## src/rtl/scanner_link_rx.sv

```systemverilog
// Receive endpoint of the scanner serial link: oversamples serClk/serData in the clk
// domain, deserializes LSB-first bytes, decodes commands and hands data bytes downstream.
module scanner_link_rx #(
    parameter int IDLE_TIMEOUT = 16
) (
    input  logic       clk,
    input  logic       rst,
    input  logic       serClk,
    input  logic       serData,
    output logic       cmdReadyToTransfer,
    output logic       cmdStartScan,
    output logic       cmdFull,
    output logic       cmdUnknown,
    output logic [7:0] rxData,
    output logic       rxValid,
    input  logic       rxReady,
    output logic       overflow,
    output logic       frameErr,
    output logic [7:0] dataByteCount,
    output logic       inData
);

    typedef enum logic {
        S_CMD  = 1'b0,
        S_DATA = 1'b1
    } state_t;

    localparam logic [7:0] TIMEOUT      = 8'(IDLE_TIMEOUT);
    localparam logic [7:0] TIMEOUT_LAST = 8'(IDLE_TIMEOUT - 1);

    logic [1:0] clk_sync;
    logic [1:0] data_sync;
    logic [1:0] sync_fill;
    logic       prev_clk;
    logic       armed;
    logic [7:0] shift;
    logic [2:0] bit_cnt;
    logic [7:0] idle_cnt;
    state_t     state;

    logic       sync_clk;
    logic       sync_data;
    logic       edge_det;
    logic       abort;
    logic [7:0] next_shift;

    assign sync_clk   = clk_sync[1];
    assign sync_data  = data_sync[1];
    assign edge_det   = armed && sync_clk && !prev_clk;
    assign next_shift = {sync_data, shift[7:1]};
    assign abort      = !edge_det && (idle_cnt == TIMEOUT_LAST)
                        && ((bit_cnt != 3'd0) || (state == S_DATA));
    assign inData     = (state == S_DATA);

    always_ff @(posedge clk) begin
        if (rst) begin
            clk_sync           <= '0;
            data_sync          <= '0;
            sync_fill          <= '0;
            prev_clk           <= 1'b0;
            armed              <= 1'b0;
            shift              <= '0;
            bit_cnt            <= '0;
            idle_cnt           <= '0;
            state              <= S_CMD;
            cmdReadyToTransfer <= 1'b0;
            cmdStartScan       <= 1'b0;
            cmdFull            <= 1'b0;
            cmdUnknown         <= 1'b0;
            rxData             <= '0;
            rxValid            <= 1'b0;
            overflow           <= 1'b0;
            frameErr           <= 1'b0;
            dataByteCount      <= '0;
        end else begin
            clk_sync  <= {clk_sync[0], serClk};
            data_sync <= {data_sync[0], serData};
            sync_fill <= {sync_fill[0], 1'b1};
            prev_clk  <= sync_clk;
            // NOTE: the synchronizer holds its reset zeros for two cycles; only a low level
            // seen after it has filled with real samples may arm edge detection.
            armed     <= armed | (sync_fill[1] & ~sync_clk);

            cmdReadyToTransfer <= 1'b0;
            cmdStartScan       <= 1'b0;
            cmdFull            <= 1'b0;
            cmdUnknown         <= 1'b0;
            frameErr           <= 1'b0;

            // NOTE: a load further down assigns rxValid again; the last non-blocking
            // assignment wins, so a same-cycle load keeps rxValid high.
            if (rxValid && rxReady)
                rxValid <= 1'b0;

            if (edge_det) begin
                idle_cnt <= '0;
                shift    <= next_shift;
                bit_cnt  <= bit_cnt + 3'd1;
                if (bit_cnt == 3'd7) begin
                    case (state)
                        S_CMD: begin
                            case (next_shift)
                                8'd2:    cmdReadyToTransfer <= 1'b1;
                                8'd3:    cmdStartScan       <= 1'b1;
                                8'd4:    cmdFull            <= 1'b1;
                                8'd7:    state              <= S_DATA;
                                default: cmdUnknown         <= 1'b1;
                            endcase
                        end
                        S_DATA: begin
                            state <= S_CMD;
                            if (rxValid && !rxReady) begin
                                overflow <= 1'b1;
                            end else begin
                                rxData        <= next_shift;
                                rxValid       <= 1'b1;
                                dataByteCount <= dataByteCount + 8'd1;
                            end
                        end
                        default: state <= S_CMD;
                    endcase
                end
            end else begin
                if (idle_cnt != TIMEOUT)
                    idle_cnt <= idle_cnt + 8'd1;
                // Fires only on the step into saturation, so once per idle period.
                if (abort) begin
                    bit_cnt  <= '0;
                    shift    <= '0;
                    state    <= S_CMD;
                    frameErr <= 1'b1;
                end
            end
        end
    end

endmodule
```

## config.mk

```make
export PLATFORM = sky130hd
export DESIGN_NAME = scanner_link_rx
export DESIGN_NICKNAME = d
export VERILOG_FILES = /design/src/rtl/scanner_link_rx.sv
export SDC_FILE = /design/constraint.sdc
export NUM_CORES = 1
export LEC_CHECK = 0
export ABC_CLOCK_PERIOD_IN_PS = 4900
export CORE_MARGIN = 2
export CORE_UTILIZATION = 33
export DETAILED_ROUTE_END_ITERATION = 8
export PLACE_DENSITY_LB_ADDON = 0.08
export SLEW_MARGIN = 20
export SYNTH_ARGS = -nofsm -noshare
export SYNTH_HDL_FRONTEND = slang
export SYNTH_SLANG_ARGS = --single-unit
```

## constraint.sdc

```tcl
create_clock -name clk -period 4.9 [get_ports clk]
set_clock_uncertainty 0.2 [all_clocks]
set_input_delay 0.98 -clock clk [delete_from_list [all_inputs] [get_ports clk]]
set_output_delay 0.98 -clock clk [all_outputs]
set_load 0.1 [all_outputs]
```

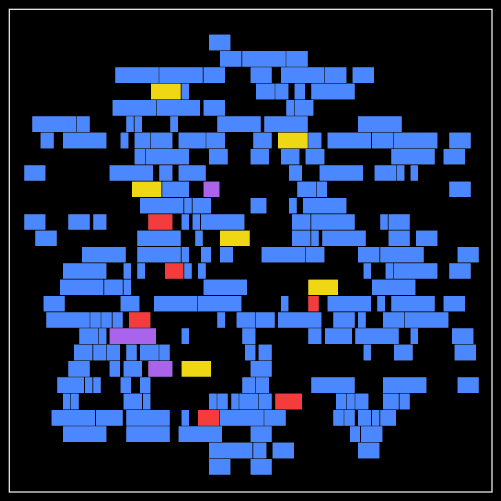
*Cell sizes after repair*
Scale: 6 px per um.
legend:
  blue:
    size: x1 and smaller
    cells: 203
    share: 93%
  purple:
    size: x3 and x4
    cells: 3
    share: 1.4%
  red:
    size: x2
    cells: 6
    share: 2.8%
  yellow:
    size: x6 and larger
    cells: 6
    share: 2.8%
nonclk buf count: 29
Layout Area Growth over Synthesis: 22.8%
setup slack after layout: 1.65 ns

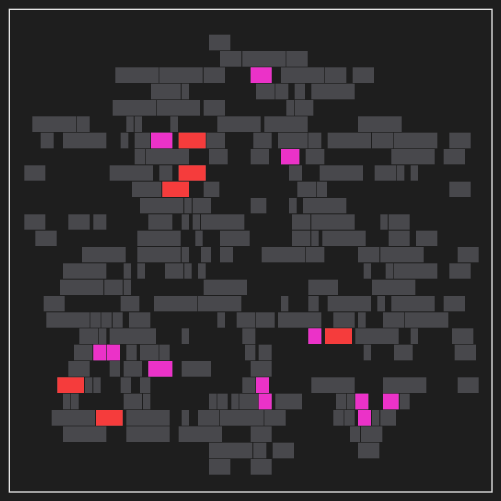
*Gate-type map*
Scale: 6 px per um.
legend:
  red:
    family: fa/ha/maj cells
    cells: 6
  magenta:
    family: and/or cells
    cells: 12

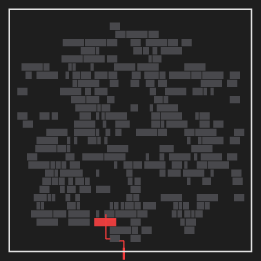
*Port wiring*
Scale: 3 px per um.
legend:
  red:
    port: overflow
    bits: 1
    direction: output
    edge: south
    end_cells: 1
    buffers: 1
    wire: 17.0 um
Port Buffers: 28
io pins: 29

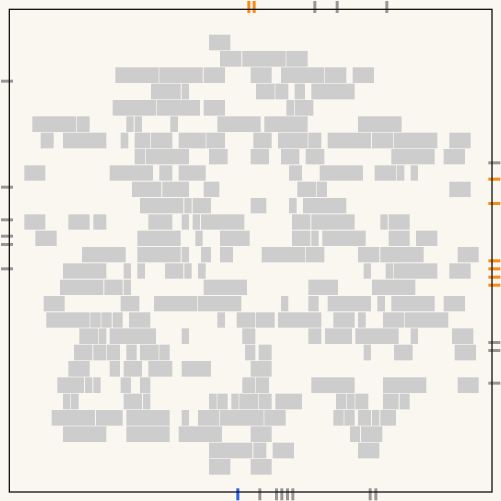
*Pin map*
Scale: 6 px per um. Pins as bars across the die edge, other pins in grey.
legend:
  blue:
    port: overflow
    pins: 1
    direction: output
    edge: south
  orange:
    port: rxData
    pins: 8
    direction: output
    edge: 6 east, 2 north
all pins by edge: 10 east, 8 south, 6 west, 5 north
die span in x: 80.2 um
Die H: 80.2 um

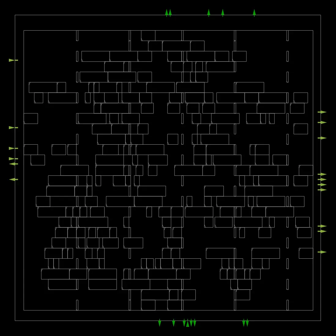
*Cell placement*
Seq area share: 42.5%
Non-Filler Instances: 290
area of the core: 5570 um^2
# fillers: 552
n_taps: 72

==> reports/metrics.yaml <==
critical_path:
  crit_arrival_ns: 2.07
  worstPathCellList: "clkdlybuf4s50_1"
  r2r_slack_ns: 2.50
  rr_worst_depth: 6
  crit_start: "inData"
  timing.rr.start: "bit_cnt[0]"
  path_depth: 1
  endpoint: "inData"
  critPathMaxFanout: 10
  end_kind: "output pin"
  cp_slowest_cell: "clkdlybuf4s50_1"
  startpoint_type: "flop"
  r2r_end: "rxData[2]"
  cp_num_buf_inv: 1
  path_class: "flop to output pin"
  critical-path-top-delay-family: "buffers and inverters"
  critPathMaxStageDelay_ns: 1.21
sta:
  finalHoldViolCount: 0
  setup_viol: 0
  whs_ns: 0.247
  slew-limit-headroom_pct: 34.7
  timing.setup.tns_ns: 0
  drv_slew: 0
  max_freq_ghz: 0.308
  rsz0062_at_grt: "false"
  worst_pin_slew_ns: 0.977
  period_minus_slack_ns: 3.25
  fin_crit_sh_pct: 66.3
flow_run:
  maxCapViolCount: 0
  openroad.warnings: 28
power:
  powerComb_uw: 21.1
  seq_power_share_pct: 61.4
  p_seq_uw: 416
  pg_clk_uw: 240
  maxPowerGroup: "registers"
  power_leakage_uw: 0.000945
  swShare_pct: 21.0
  vdd.ir_drop.worst_v: 0.000122
  power_uw: 676
  p_int_uw: 535
  comb_power_share_pct: 3.1
  clkPwrFrac_pct: 35.4
  p_switching_uw: 142
clock_network:
  cts_hold_buf: 0
  postCtsSetupRepairBufs: 0
  cts_buffer_depth: 2
  cts_max_level: 2
  numCtsBuffers: 5
  cts_resized: 0
  clkSinkCount: 50
  clk_pin_slew_ns: 0.08
  cts_root_buf: "clkbuf_8"
  clock_latency_ns: 0.30
drt:
  wl_met1_mm: 1.70
  maxUsedRoutingLayer: "met4"
  wl_met2_mm: 1.66
  ant_nets: 0
  drtIter0Drc: 56
  dr_total_vias: 1383
  wire_per_inst_um: 12.2
  drt_pass1_iterations: 4
  drt-total-wl_mm: 3.54
  vias_per_cell: 4.77
  route.detailed.drc: 0
global_route:
  met2_usage_pct: 19.7
  met1_usage_pct: 14.7
  grt_max_degree: 22
  grt-ovfl-total: 0
  grt.total_usage_pct: 12.2
  grt_pass1_wl_mm: 6.04
  grt_pass1_vias: 1359
  grt_util_met3_pct: 3.82
  antenna_found_initial: 0
  grt.busiest_layer: "met2"
layout:
  seq_area_um2: 1000
  fin_area_um2: 2350
  final_core_util_pct: 42.2
  layout.cells.most_common: "dfxtp_1"
  biggestCellCategory: "flip-flops and latches"
  comb_share_pct: 36.6
  drive_above_1_share_pct: 6.88
  fin_nets: 228
  non_clock_inverter_count: 6
  buffer_area_share_pct: 12.2
  clock_area_share_pct: 3.88
  mi_logic_area_um2: 862
  multi_input_comb_cells: 125
  nFlopsAndLatches: 50
  reg_top3: "dataByteCount (8), idle_cnt (8), rxData (8)"
  nClkBuffers: 7
  most-common-layout-cells: "50 x dfxtp_1, 28 x clkdlybuf4s50_1, 25 x nor2_1"
  num_antenna_cells: 0
hold_path:
  hp-class: "flop to flop"
  min_from: "clk_sync[0]"
  min_to: "clk_sync[1]"
  hold_depth: 1
synth:
  yosysUniqueCellTypes: 38
  yosys.area.top_type: "dfxtp_1"
  top_cell: "dfxtp_1"
  yosys-stat-cells: 188
  syn_nets: 199
  netlist_area_um2: 1920
  top_cells_by_area: "dfxtp_1 52%, mux2i_1 5.2%, nor2_1 4.9%"
  ys_ff: 50
  xor_share_pct: 5.48
  yosys-stat-area_um2: 1920
  avgSynthCellArea_um2: 10.2
  edf_count: 0
  syn_inst: 188
  ys_seq_share_pct: 52.2
  synth-async-reset-ratio_pct: 0
  yosysWarnings: 0
  adder_share_pct: 3.92
  flop_cell: "dfxtp_1"
  simple_gate_share_pct: 21.4
  yosys-top-cells-count: "50 x dfxtp_1, 25 x nor2_1, 10 x mux2i_1"
  muxShareOfSynthArea_pct: 5.81
  synthTopLogicFamily: "simple AND/OR/NAND/NOR gates"
  synthAoiAreaFrac_pct: 8.36
  yosysTopAreaCellShare_pct: 52.2
place:
  place_ws_ns: 1.78
  dp_cells: 282
  gp_congestion: 0.738
  dp_hpwl_mm: 2.55
  dpl_cell_area_um2: 2260
floorplanning:
  die-area_um2: 6430
  fp_util_pct: 34.4
  num_rows: 27
status:
  status: "finished, final reports clean"
Power and IR drop assume default switching activity.
